`src/rtl/apb_timer_mm.sv`:
```
// apb_timer_mm: APB-mapped timer with prescaler/external tick, up/down/up-down counting and flag interrupts
// Ports:
//   pclk, preset              clock and synchronous active-high reset
//   psel, penable, pwrite     APB control
//   paddr, pwdata             APB byte address (only [3:0] decoded) and write data
//   prdata, pready, pslverr   APB read data, ready (always 1), error
//   ext_in                    asynchronous external tick source
//   irq                       registered level interrupt
module apb_timer_mm #(
    parameter int CNT_WIDTH  = 16,
    parameter int ADDR_WIDTH = 12,
    parameter int DATA_WIDTH = 32
) (
    input  logic                  pclk,
    input  logic                  preset,
    input  logic                  psel,
    input  logic                  penable,
    input  logic                  pwrite,
    input  logic [ADDR_WIDTH-1:0] paddr,
    input  logic [DATA_WIDTH-1:0] pwdata,
    input  logic                  ext_in,
    output logic [DATA_WIDTH-1:0] prdata,
    output logic                  pready,
    output logic                  pslverr,
    output logic                  irq
);
    localparam logic [CNT_WIDTH-1:0] ONE = CNT_WIDTH'(1);
    logic [8:0] tcr_q, tcr_d;
    logic [1:0] tsr_q, tsr_d;
    logic [CNT_WIDTH-1:0] cnt_q, cnt_d, min_q, min_d, max_q, max_d;
    logic [6:0] pre_q, pre_d, mask;
    logic [2:0] sync_q, sync_d;
    logic dir_q, dir_d, irq_q, irq_d;
    logic [31:0] wd, rd;
    logic [3:0] off;
    logic [1:0] mode;
    logic acc, err, wr_ok, pre_tick, ext_tick, step, up_dir, dn_dir, ovf_set, unf_set;
    logic unused;
    always_comb begin
        wd = 32'(pwdata);
        off = paddr[3:0];
        mode = tcr_q[2:1];
        acc = psel & penable;
        // mode=11 is rejected at the bus so it can never reach the counter
        err = acc & ((off > 4'd4) | (pwrite & (off == 4'd0) & (wd[2:1] == 2'b11)));
        wr_ok = acc & pwrite & ~err;
        // prescaler wraps at 2^div_sel-1: mask has div_sel low bits set
        mask = ~(7'h7f << tcr_q[5:3]);
        pre_tick = pre_q == mask;
        ext_tick = sync_q[1] & ~sync_q[2];
        step = tcr_q[0] & (tcr_q[6] ? ext_tick : pre_tick);
        sync_d = {sync_q[1:0], ext_in};
        pre_d = (~tcr_q[0] | pre_tick | (wr_ok & (off == 4'd0))) ? 7'd0 : pre_q + 7'd1;
        up_dir = (mode == 2'b00) | ((mode == 2'b10) & ~dir_q);
        dn_dir = (mode == 2'b01) | ((mode == 2'b10) & dir_q);
        cnt_d = cnt_q;
        dir_d = dir_q;
        ovf_set = 1'b0;
        unf_set = 1'b0;
        if (step) begin
            if (min_q >= max_q) begin
                cnt_d = min_q;
                dir_d = 1'b0;
            end else if (up_dir) begin
                if (cnt_q >= max_q) begin
                    cnt_d = (mode == 2'b10) ? max_q - ONE : min_q;
                    dir_d = mode == 2'b10;
                    ovf_set = 1'b1;
                end else begin
                    cnt_d = cnt_q + ONE;
                end
            end else if (dn_dir) begin
                if (cnt_q <= min_q) begin
                    cnt_d = (mode == 2'b10) ? min_q + ONE : max_q;
                    dir_d = 1'b0;
                    unf_set = 1'b1;
                end else begin
                    cnt_d = cnt_q - ONE;
                end
            end
        end
        if (wr_ok & (off == 4'd2)) cnt_d = wd[CNT_WIDTH-1:0];
        if (wr_ok & (off == 4'd0)) dir_d = 1'b0;
        tcr_d = (wr_ok & (off == 4'd0)) ? wd[8:0] : tcr_q;
        min_d = (wr_ok & (off == 4'd3)) ? wd[CNT_WIDTH-1:0] : min_q;
        max_d = (wr_ok & (off == 4'd4)) ? wd[CNT_WIDTH-1:0] : max_q;
        // flag set wins over a same-cycle clear-write
        tsr_d = ((wr_ok & (off == 4'd1)) ? tsr_q & wd[1:0] : tsr_q) | {unf_set, ovf_set};
        irq_d = (tsr_q[0] & tcr_q[7]) | (tsr_q[1] & tcr_q[8]);
        rd = (off == 4'd0) ? 32'(tcr_q) :
             (off == 4'd1) ? 32'(tsr_q) :
             (off == 4'd2) ? 32'(cnt_q) :
             (off == 4'd3) ? 32'(min_q) :
             (off == 4'd4) ? 32'(max_q) : 32'd0;
        prdata = (acc & ~pwrite) ? DATA_WIDTH'(rd) : '0;
        pready = 1'b1;
        pslverr = err;
        irq = irq_q;
        unused = ^{paddr, wd};
    end
    always_ff @(posedge pclk) begin
        if (preset) begin
            tcr_q <= '0;
            tsr_q <= '0;
            cnt_q <= '0;
            min_q <= '0;
            max_q <= '1;
            pre_q <= '0;
            sync_q <= '0;
            dir_q <= 1'b0;
            irq_q <= 1'b0;
        end else begin
            tcr_q <= tcr_d;
            tsr_q <= tsr_d;
            cnt_q <= cnt_d;
            min_q <= min_d;
            max_q <= max_d;
            pre_q <= pre_d;
            sync_q <= sync_d;
            dir_q <= dir_d;
            irq_q <= irq_d;
        end
    end
endmodule

```
`config.mk`:
```
export PLATFORM = sky130hd
export DESIGN_NAME = apb_timer_mm
export DESIGN_NICKNAME = d
export VERILOG_FILES = /design/src/rtl/apb_timer_mm.sv
export SDC_FILE = /design/constraint.sdc
export NUM_CORES = 1
export LEC_CHECK = 0
export CAP_MARGIN = 10
export CORE_MARGIN = 2
export CORE_UTILIZATION = 40
export CTS_BUF_LIST = sky130_fd_sc_hd__clkbuf_8
export DETAILED_ROUTE_END_ITERATION = 8
export SLEW_MARGIN = 15
export SYNTH_ARGS = -nofsm -noshare
export SYNTH_HDL_FRONTEND = slang
export SYNTH_SLANG_ARGS = --single-unit
```
`constraint.sdc`:
```
create_clock -name pclk -period 2.95 [get_ports pclk]
set_clock_uncertainty 0.05 [all_clocks]
set_input_delay 0.59 -clock pclk [delete_from_list [all_inputs] [get_ports pclk]]
set_output_delay 0.59 -clock pclk [all_outputs]
set_load 0.01 [all_outputs]
```
==> run_1/io_fan.png <==
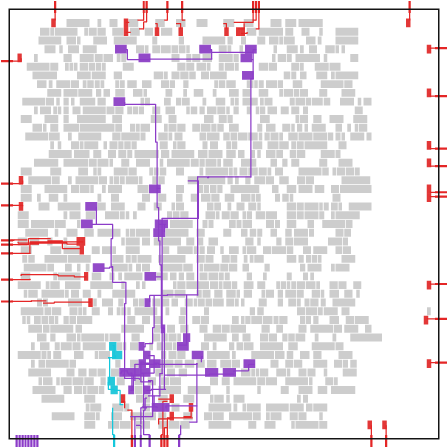
Cyan shows pwrite, bits 1, direction input, edge bottom, end cells 4, buffers 1, wire 36.8 um. Purple shows paddr, bits 12, direction input, edge bottom, end cells 33, buffers 10, wire 681 um. Red shows prdata, bits 32, direction output, edge 9 top, 9 right, 8 left, 6 bottom, end cells 32, buffers 16, wire 293 um.
Port Buffers: 43
I/O pin count: 85

==> run_1/io_placement.png <==
Pins as bars across the die edge, other pins in grey.
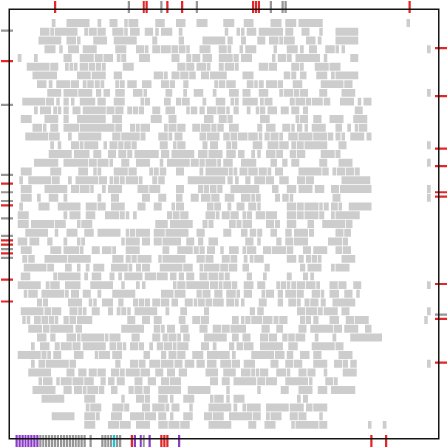
Red shows prdata, pins 32, direction output, edge 9 top, 9 right, 8 left, 6 bottom. Purple shows paddr, pins 12, direction input, edge bottom. Cyan shows pwrite, pins 1, direction input, edge bottom.
Die H: 133 um
Die Width: 133 um

==> run_1/wires.png <==
Scale bar: 50 um.
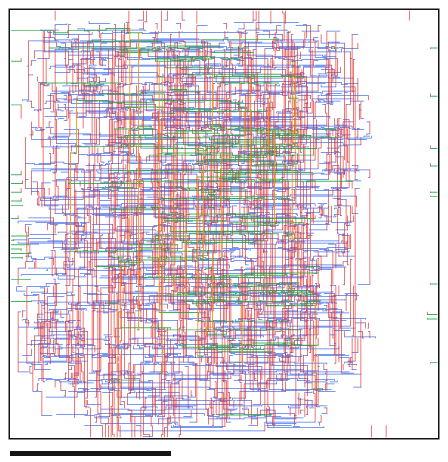
Red shows metal 2, wire length 11,100 um. Blue shows metal 1, wire length 10,600 um. Green shows metal 3, wire length 2,400 um. Orange shows metal 4, wire length 889 um.
Post-Route WL: 25.0 mm
Vias: 7,335
wire length per cell: 19.6 um
gr usage total: 0.282

==> run_1/placement.png <==
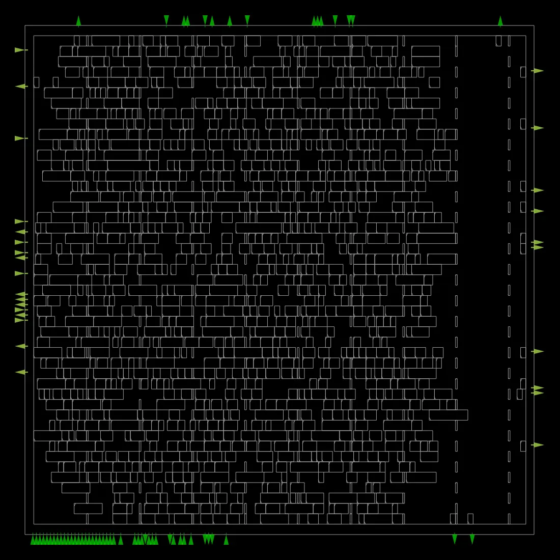
fill count: 1,658
Flops: 71

==> flow_summary.json, run 1 <==
{
  "cts_buffers": 9,
  "post-route-min-period_ps": 2870,
  "worst_setup_path_end_kind": "flip-flop",
  "fmax_mhz": 348,
  "cp_top_family": "AND-OR/OR-AND gates",
  "hp-start": "sync_q[0]",
  "ys_sh_simple": 0.225,
  "path_max_fanout": 6,
  "p_comb_frac": 0.111,
  "cp-startpoint": "max_q[11]",
  "design_area_um2": 8800,
  "min_path_type": "reg2reg",
  "report.final.slew_viol_count": 0,
  "cts_tree": "built",
  "ant_nets": 0,
  "rsz0062_at_grt": "true",
  "dp.cells": 1247,
  "synth_seq_share": 0.213,
  "cts-root-buf": "clkbuf_8",
  "xor_share": 0.0721,
  "setup-tns-final_ps": 0,
  "clk_latency_ps": 380,
  "p_switching_mw": 0.544,
  "cp_slowest_stage_delay_ps": 380,
  "cp-start-kind": "flip-flop",
  "power_density_nw_per_um2": 232,
  "synthArstFlopShare": 0,
  "r2r-start": "max_q[11]",
  "syn-cell-area_um2": 6680,
  "outcome": "completed",
  "synthToLayoutAreaGrowth_pct": 31.7,
  "path_clk_slew_ps": 80,
  "ys_sh_mux": 0.0770,
  "core_area_um2": 16500,
  "grt_pass1_vias": 6901,
  "yosys_warnings": 0,
  "grt_max_degree": 33,
  "seq_area_um2": 1430,
  "synth_area_leader_cell": "dfxtp_1",
  "place_ws_ps": -503,
  "intPower_mw": 1.50,
  "p_seq_frac": 0.471,
  "avgSynthCellArea_um2": 7.52,
  "drtIter0Drc": 697,
  "worstPathRequired_ps": 3150,
  "syn_inst": 889,
  "cp_cell_sequence": "inv_2 > ha_1 > and3_1 > a221o_1 > a21oi_1 > o21ai_1 > o221ai_2 > buf_6 > and2_2 > a22oi_1 > o32ai_1",
  "max_slew_margin": 0.434,
  "ys_chip_area_um2": 6680,
  "crit_type": "reg2reg",
  "overflow": 0,
  "ff_type": "dfxtp_1",
  "p_sw_frac": 0.266,
  "crit_slowest_cell": "a221o_1",
  "synth_adder_area_share": 0.0993,
  "top_cell_area_share": 0.213,
  "antenna_found_initial": 0,
  "tightest_slew_ps": 850,
  "topCellsByArea": "dfxtp_1 (21%), ha_1 (9.9%), mux2i_1 (7.2%), nor2_1 (6.7%), xnor2_1 (5.0%)",
  "hpwl_mm": 18.8,
  "final_nets": 1153,
  "final_cells": 1275,
  "worst_hold_slack_ps": 395,
  "fp_util": 0.406,
  "cap_violations": 0,
  "seq_power_mw": 0.962,
  "grt_pass1_wl_mm": 38.8,
  "drtPass1Iterations": 5,
  "drive_gt1_frac": 0.243,
  "p_clk_mw": 0.855,
  "setup_slack_ps": 79.2,
  "path_buffers": 2,
  "gp_congestion": 1.01,
  "log.warning_count": 53,
  "drcViolationCount": 0,
  "ys_types": 70,
  "p_total_mw": 2.04,
  "topCombFamilyByArea": "simple AND/OR/NAND/NOR gates",
  "antennaDiodeCount": 0,
  "setup_violations": 0,
  "logic_area_um2": 4890,
  "placed_area_um2": 8320,
  "cts.sinks": 71,
  "hold_violations": 0,
  "cts_buffer_depth": 2,
  "cts_hold_buf": 0,
  "die-area_um2": 17800,
  "rows": 47,
  "cp_data_arrival_time_ps": 3080,
  "detail_route.vias_per_cell": 5.75,
  "fin_crit_sh": 0.973,
  "ys_ff": 71,
  "h-tree-depth": 3,
  "powerComb_mw": 0.228,
  "pwr-share-clk": 0.418,
  "most-common-layout-cells": "buf_4 (166), nor2_1 (117), a21oi_1 (65)",
  "synth_stat.cells": 889,
  "vdd_drop_max_mv": 0.283,
  "lay_top_count": "buf_4",
  "synth-edff-count": 0,
  "power_leader": "sequential cells",
  "p_leak_nw": 3.92,
  "postLayoutCoreUtil": 0.534,
  "aoi_share": 0.224
}
[run 1: repair_timing]
| action | CTS | global route |
|---|---|---|
| buffers inserted | 2 | 8 |
| cloned | 1 | 1 |
| pin swaps | 6 | 16 |
| endpoints found under the setup margin | 32 | 42 |
| gates resized | 49 | 36 |
[run 1: per-layer routing]
layer  vias to the layer above  global-route usage  routed length, um
met2                       377               0.432              11100
met3                        58              0.0613               2400
li1                       3512                   -                  -
met5                         -                   0                  0
met4                         0               0.116                889
met1                      3388               0.384              10600
[run 1: kinds of logic (layout without fill, tap and decap cells)]
logic type	after synthesis	after routing
compound gates	224	224
xor+xnor	55	55
fa+ha+maj	53	53
buf+inv	123	274
flops	71	71
mux	51	51
other cells	2	17
simple gates	310	310
[run 1: synthesized netlist by cell type, drive strengths merged, types with 18 or more instances]
cell type	number
nand2	56
dfxtp	71
mux2i	48
ha	53
inv	39
nand3	24
nor3	18
o21ai	35
a21oi	66
xnor2	38
nor2	120
clkbuf	50
buf	34
[run 1: registers in the layout (all words and copies together) (netlist names)]
register	cells
dir_q	1
sync_q	3
tsr_q	2
min_q	16
max_q	16
tcr_q	9
pre_q	7
irq	1
cnt_q	16
[run 1: final cells by class]
| cell class | count | share of cell area |
|---|---|---|
| clock inverter | 5 | 0.00654 |
| clock buffer | 11 | 0.0172 |
| tap | 220 | 0.0313 |
| inverter | 39 | 0.0166 |
| sequential | 71 | 0.163 |
| timing repair buffer | 219 | 0.210 |
| multi-input combinational | 710 | 0.556 |
[run 1: final timing paths]
kind                     to  slack (ps)  cells past startpoint
setup reg to reg  cnt_q[12]          80                     11
hold reg to reg   sync_q[1]         390                      1
hold / removal    sync_q[1]         390                      1
setup / recovery  cnt_q[12]          80                     11
==> run 1 -> run 2 <==
CTS_BUF_LIST = default   (was sky130_fd_sc_hd__clkbuf_8)
==> flow_summary.json, run 2 <==
{
  "grt_pass1_vias": 6926,
  "ant_nets": 0,
  "wl_met2_mm": 11.1,
  "lay_top_count": "buf_4",
  "drt-met1-wl_mm": 10.8,
  "avgSynthCellArea_um2": 7.52,
  "cts_buffer_depth": 2,
  "outcome": "complete, but fails checks",
  "crit_slowest_cell": "or4_4",
  "violations": "design-rule violations, negative setup slack",
  "topCombFamilyByArea": "simple AND/OR/NAND/NOR gates",
  "p_leak_nw": 3.97,
  "post-route-min-period_ps": 3020,
  "synth_adder_area_share": 0.0993,
  "die_w_um": 133,
  "cts_hold_buf": 0,
  "wl_met3_mm": 2.30,
  "powerComb_mw": 0.230,
  "path_depth": 11,
  "synthTopCellsByCount": "nor2_1 (120), dfxtp_1 (71), a21oi_1 (66), nand2_1 (56), ha_1 (53)",
  "detail_route.vias_per_cell": 5.79,
  "hold_violations": 0,
  "ys_types": 70,
  "topCellsByArea": "dfxtp_1 (21%), ha_1 (9.9%), mux2i_1 (7.2%), nor2_1 (6.7%), xnor2_1 (5.0%)",
  "synth_seq_share": 0.213,
  "cts-root-buf": "clkbuf_16",
  "grt_max_degree": 33,
  "holdPathStages": 1,
  "synth_area_leader_cell": "dfxtp_1",
  "cp_top_family": "simple AND/OR/NAND/NOR gates",
  "power_density_nw_per_um2": 261,
  "cp-start-kind": "flip-flop",
  "synth-edff-count": 0,
  "die-area_um2": 17800,
  "rsz0062_at_grt": "true",
  "ys_ff": 71,
  "synthArstFlopShare": 0,
  "drcViolationCount": 2,
  "log.warning_count": 53,
  "r2r-end": "cnt_q[14]",
  "grt_pass1_wl_mm": 39.3,
  "drive_gt1_frac": 0.261,
  "seq_power_mw": 0.964,
  "top_regs": "cnt_q x16, max_q x16, min_q x16",
  "ys_sh_simple": 0.225,
  "r2r-start": "max_q[8]",
  "cts.sinks": 71,
  "intPower_mw": 1.77,
  "reg2reg_depth": 11,
  "overflow": 0,
  "postCtsSetupBuffers": 2,
  "most-common-layout-cells": "buf_4 (168), nor2_1 (115), a21oi_1 (65)",
  "placed_area_um2": 8320,
  "setup_slack_ps": -73.9,
  "worstPathRequired_ps": 3130,
  "use_met1": 0.388,
  "hpwl_mm": 18.8,
  "cp_data_arrival_time_ps": 3210,
  "rows": 47,
  "synth_top_cell_by_count": "nor2_1",
  "syn_inst": 889,
  "path_max_fanout": 5,
  "ys_chip_area_um2": 6680,
  "design_area_um2": 9050,
  "crit_type": "reg2reg",
  "cp-startpoint": "max_q[8]",
  "fill_cells": 1616,
  "portBuffers": 43,
  "clk_latency_ps": 350,
  "antennaDiodeCount": 0,
  "max_slew_margin": 0.425,
  "aoi_share": 0.224,
  "setup_violations": 4,
  "final_nets": 1157,
  "ff_type": "dfxtp_1",
  "p_switching_mw": 0.591,
  "min_path_type": "reg2reg",
  "grt_use_met3": 0.0521,
  "p_sw_frac": 0.250,
  "worst_hold_slack_ps": 390,
  "die_h_um": 133,
  "p_comb_frac": 0.097,
  "xor_share": 0.0721,
  "highest_layer": "met4",
  "hp-start": "sync_q[0]",
  "gp_congestion": 1.01,
  "cap_violations": 0,
  "p_clk_mw": 1.17,
  "worst_setup_path_end_kind": "flip-flop",
  "antenna_found_initial": 0,
  "reg2reg_slack_ps": -70,
  "path_buffers": 2,
  "fp_util": 0.406
}
## run 2: cell count changes in the layout (fill, tap and decap cells not counted), moves of 2 or more
cell and change:
clkbuf_16 +9, dfxtp_2 +3, o21ai_1 +6, o21ai_0 -6, buf_4 +2, nor2_1 -2, ha_1 -5, clkbuf_8 -9
dfxtp_1 -3, inv_4 +3, inv_1 -4, ha_4 +5
## run 2: worst reg2reg max path: cells and delay by family, from the launching register on
family                     cells  cell delay, ps
AOI/OAI and AO/OA              4             870
buffers and inverters          2             240
adders and majority gates      1             260
and+or+nand+nor                4            1140
DFF                            1             350
## run 2: worst max-delay path by stage
| stage | end | slack, ps |
|---|---|---|
| 2_1_floorplan | cnt_q[10] | 20 |
| 3_3_place_gp | prdata[0] | -510 |
| 3_5_place_dp | prdata[0] | -500 |
| 4_1_cts | prdata[0] | -80 |
| 5_1_grt | cnt_q[14] | -140 |
| 6_report | cnt_q[14] | -70 |
## run 2: area by class of cell
| type | count | area, um^2 | area share |
|---|---|---|---|
| Multi-Input combinational cell | 710 | 4980 | 0.550 |
| Timing Repair Buffer | 223 | 1900 | 0.210 |
| Sequential cell | 71 | 1440 | 0.159 |
| Clock inverter | 4 | 53.8 | 0.00595 |
| Inverter | 39 | 154 | 0.0170 |
| Clock buffer | 12 | 256 | 0.0283 |
| Tap cell | 220 | 275 | 0.0304 |
## run 2: metrics by stage
step | power, mW | setup WS, ps | util | std cells | TNS, ps
global placement | 1.19 | -510 | 0.505 | 1247 | -23340
detailed placement | 1.19 | -503 | 0.505 | 1247 | -24350
finish | 2.36 | -73.9 | 0.550 | 1279 | -116
CTS | 2.36 | -78.4 | 0.531 | 1267 | -109
global route | 2.43 | -136 | 0.550 | 1279 | -1300
floorplan | 1.09 | 16.8 | - | 904 | 0
==> run_2/io_placement.png <==
Pins as bars across the die edge, other pins in grey.
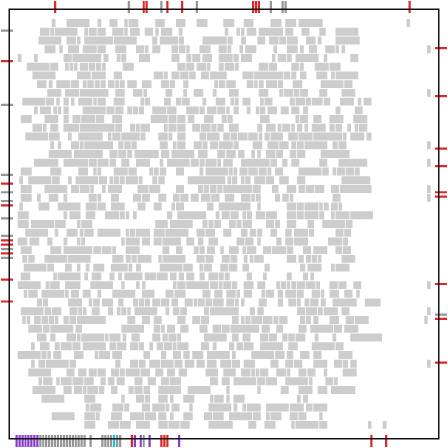
Cyan shows pwrite, pins 1, direction input, edge bottom. Purple shows paddr, pins 12, direction input, edge bottom. Red shows prdata, pins 32, direction output, edge 9 top, 9 right, 8 left, 6 bottom.
All pins by edge: 43 bottom, 17 left, 15 top, 10 right.

==> run_2/wires.png <==
Scale bar: 50 um.
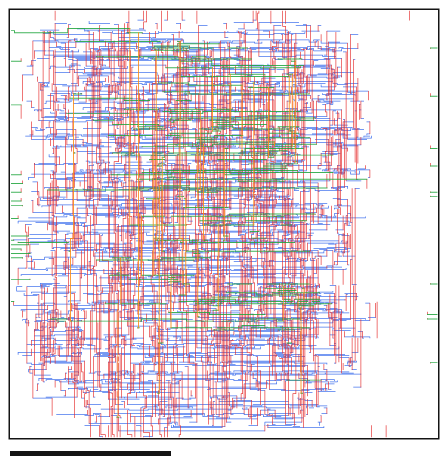
Green shows metal 3, wire length 2,300 um. Orange shows metal 4, wire length 992 um. Blue shows metal 1, wire length 10,800 um. Red shows metal 2, wire length 11,100 um.
Post-Route WL: 25.2 mm
Vias: 7,410
gr usage total: 0.285
wire length per cell: 19.7 um

==> run 2 -> run 3 <==
CORE_MARGIN = 4   (was 2)
==> flow_summary.json, run 3 <==
{
  "cts_buffer_depth": 2,
  "p_switching_mw": 0.602,
  "cp_cell_sequence": "inv_1 > ha_4 > nand4_1 > or4_4 > o32ai_4 > or2_4 > nor2_2 > a211oi_2 > a2111oi_4 > buf_4 > o41ai_2",
  "cp-start-kind": "flip-flop",
  "cts.sinks": 71,
  "xor_share": 0.0721,
  "path_clk_slew_ps": 60,
  "final_cells": 1283,
  "yosys_warnings": 0,
  "cp_top_family": "simple AND/OR/NAND/NOR gates",
  "seq_area_um2": 1430,
  "die-area_um2": 18800,
  "intPower_mw": 1.73,
  "ant_nets": 0,
  "h-tree-depth": 3,
  "synth_area_leader_cell": "dfxtp_1",
  "pin_count": 85,
  "synth-edff-count": 0,
  "ff_type": "dfxtp_1",
  "fin_crit_sh": 0.984,
  "synthTopCellsByCount": "nor2_1 (120), dfxtp_1 (71), a21oi_1 (66), nand2_1 (56), ha_1 (53)",
  "cts_tree": "built",
  "drcViolationCount": 0,
  "cts-root-buf": "clkbuf_16",
  "power_density_nw_per_um2": 254,
  "avgSynthCellArea_um2": 7.52,
  "fill_cells": 1520,
  "post-route-min-period_ps": 2900,
  "die_w_um": 137,
  "grt_pass1_wl_mm": 39.0,
  "dp.cells": 1259,
  "synth_seq_share": 0.213,
  "detail_route.vias_per_cell": 5.79,
  "antenna_found_initial": 0,
  "ys_sh_mux": 0.0770,
  "die_h_um": 137,
  "fp_util": 0.415,
  "overflow": 0,
  "cap_violations": 0,
  "most-common-layout-cells": "buf_4 (170), nor2_1 (116), a21oi_1 (64)",
  "hpwl_mm": 19.3,
  "report.final.slew_viol_count": 0,
  "syn-cell-area_um2": 6680,
  "top_regs": "cnt_q x16, max_q x16, min_q x16",
  "path_max_fanout": 6,
  "worst_setup_path_end_kind": "flip-flop",
  "vias": 7432,
  "crit_type": "reg2reg",
  "p_comb_frac": 0.098,
  "hold_violations": 0,
  "grt_pass1_vias": 6803,
  "grt_max_degree": 35,
  "synth_adder_area_share": 0.0993,
  "synth_top_cell_by_count": "nor2_1",
  "routed_wl_mm": 25.4,
  "antennaDiodeCount": 0,
  "path_buffers": 2,
  "min_path_type": "reg2reg",
  "final_nets": 1165,
  "drtIter0Drc": 738,
  "rows": 46,
  "log.warning_count": 53,
  "drtPass1Iterations": 5,
  "aoi_share": 0.224,
  "ys_types": 70,
  "gp_congestion": 1.00,
  "p_seq_frac": 0.413,
  "max_slew_margin": 0.516,
  "setup-tns-final_ps": 0,
  "cts_buffers": 9,
  "crit_slowest_cell": "or4_4",
  "fmax_mhz": 344,
  "lay_top_count": "buf_4",
  "ys_ff": 71,
  "cp_slowest_stage_delay_ps": 540,
  "topCellsByArea": "dfxtp_1 (21%), ha_1 (9.9%), mux2i_1 (7.2%), nor2_1 (6.7%), xnor2_1 (5.0%)",
  "outcome": "completed",
  "top_cell_area_share": 0.213,
  "p_leak_nw": 4.00,
  "vdd_drop_max_mv": 0.527,
  "topCombFamilyByArea": "simple AND/OR/NAND/NOR gates",
  "portBuffers": 43,
  "postLayoutCoreUtil": 0.569,
  "p_sw_frac": 0.258,
  "synthArstFlopShare": 0,
  "drive_gt1_frac": 0.275,
  "core_area_um2": 16100,
  "worstPathRequired_ps": 3150,
  "tightest_slew_ps": 725,
  "syn_inst": 889,
  "logic_area_um2": 5040,
  "ys_chip_area_um2": 6680,
  "synth_stat.cells": 889,
  "ys_sh_simple": 0.225,
  "synthToLayoutAreaGrowth_pct": 37.3,
  "cp_data_arrival_time_ps": 3110,
  "setup_violations": 0,
  "rsz0062_at_grt": "true"
}
-- run 3: cell counts after synthesis --
Identical to the previous run, type by type.
-- run 3: power by group through the flow --
stage	combinational (mW)	sequential [mW]	clock [mW]
floorplan	0.107	0.985	0
global placement	0.209	0.985	0
detailed placement	0.209	0.985	0
CTS	0.214	0.963	1.16
global route	0.243	0.963	1.19
finish	0.229	0.963	1.14
-- run 3: what timing repair did --
action,CTS,global route
gates resized,53,81
endpoints found under the hold margin,0,0
setup endpoints to repair,34,50
pin swaps,3,29
hold buffers,0,0
buffers inserted,2,6
-- run 3: final timing paths --
| check | from | end | slack (ps) | cells past startpoint |
|---|---|---|---|---|
| worst min-delay path | sync_q[0] | sync_q[1] | 400 | 1 |
| worst min register to register | sync_q[0] | sync_q[1] | 400 | 1 |
| worst max-delay path | max_q[9] | cnt_q[14] | 50 | 11 |
| worst max register to register | max_q[9] | cnt_q[14] | 50 | 11 |
-- run 3: routing by layer --
metal	GRT usage	wire, um	share of wire	up-vias
li1	-	-	-	3542
met1	0.395	11500	0.45	3507
met2	0.393	10900	0.43	324
met3	0.0489	2230	0.088	59
met4	0.101	763	0.030	0
met5	0	0	0	-
-- run 3: through the flow --
step / hold slack, ps / power (mW) / worst slack, ps / area, um^2
6_report: 398 / 2.33 / 46.7 / 9170
5_1_grt: 411 / 2.40 / -55.3 / 9170
3_3_place_gp: 379 / 1.19 / -481 / 8420
4_1_cts: 408 / 2.34 / -197 / 8790
3_5_place_dp: 394 / 1.19 / -469 / 8420
2_1_floorplan: 364 / 1.09 / 16.8 / 6740
-- run 3: cell type report --
cell class,count,area share
Multi-Input combinational cell,710,0.550
Sequential cell,71,0.156
Clock inverter,7,0.00873
Timing Repair Buffer,231,0.215
Tap cell,216,0.0295
Inverter,39,0.0160
Clock buffer,9,0.0245
==> run_3/wires.png <==
Scale bar: 50 um.
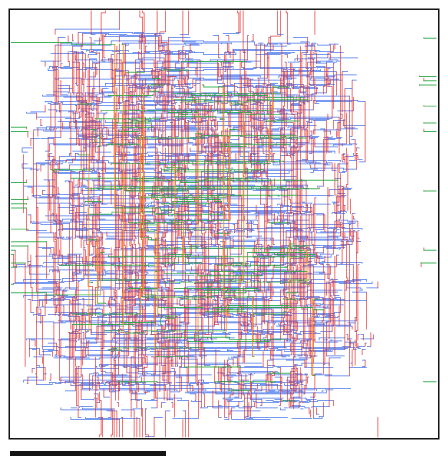
Orange shows metal 4, wire length 764 um. Blue shows metal 1, wire length 11,500 um. Red shows metal 2, wire length 10,900 um. Green shows metal 3, wire length 2,230 um.
wire length per cell: 19.8 um
gr usage total: 0.270

==> run_3/clk_routes.png <==
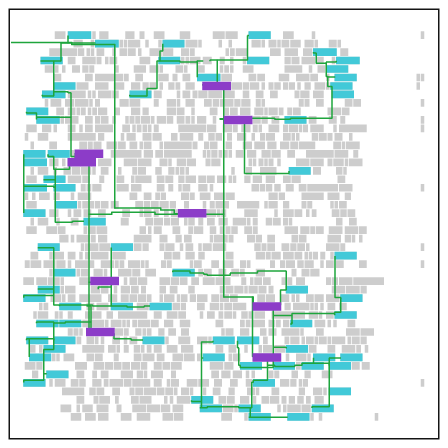
Green shows clock wires, length 1,130 um. Purple shows clock drivers, count 9. Cyan shows flip-flops, count 71.
There are 10 routed clock nets.
clk ins delay skew pair: 350 ps
clk pwr: 1.14 mW
clock power share: 0.489

Power and IR drop assume default switching activity.
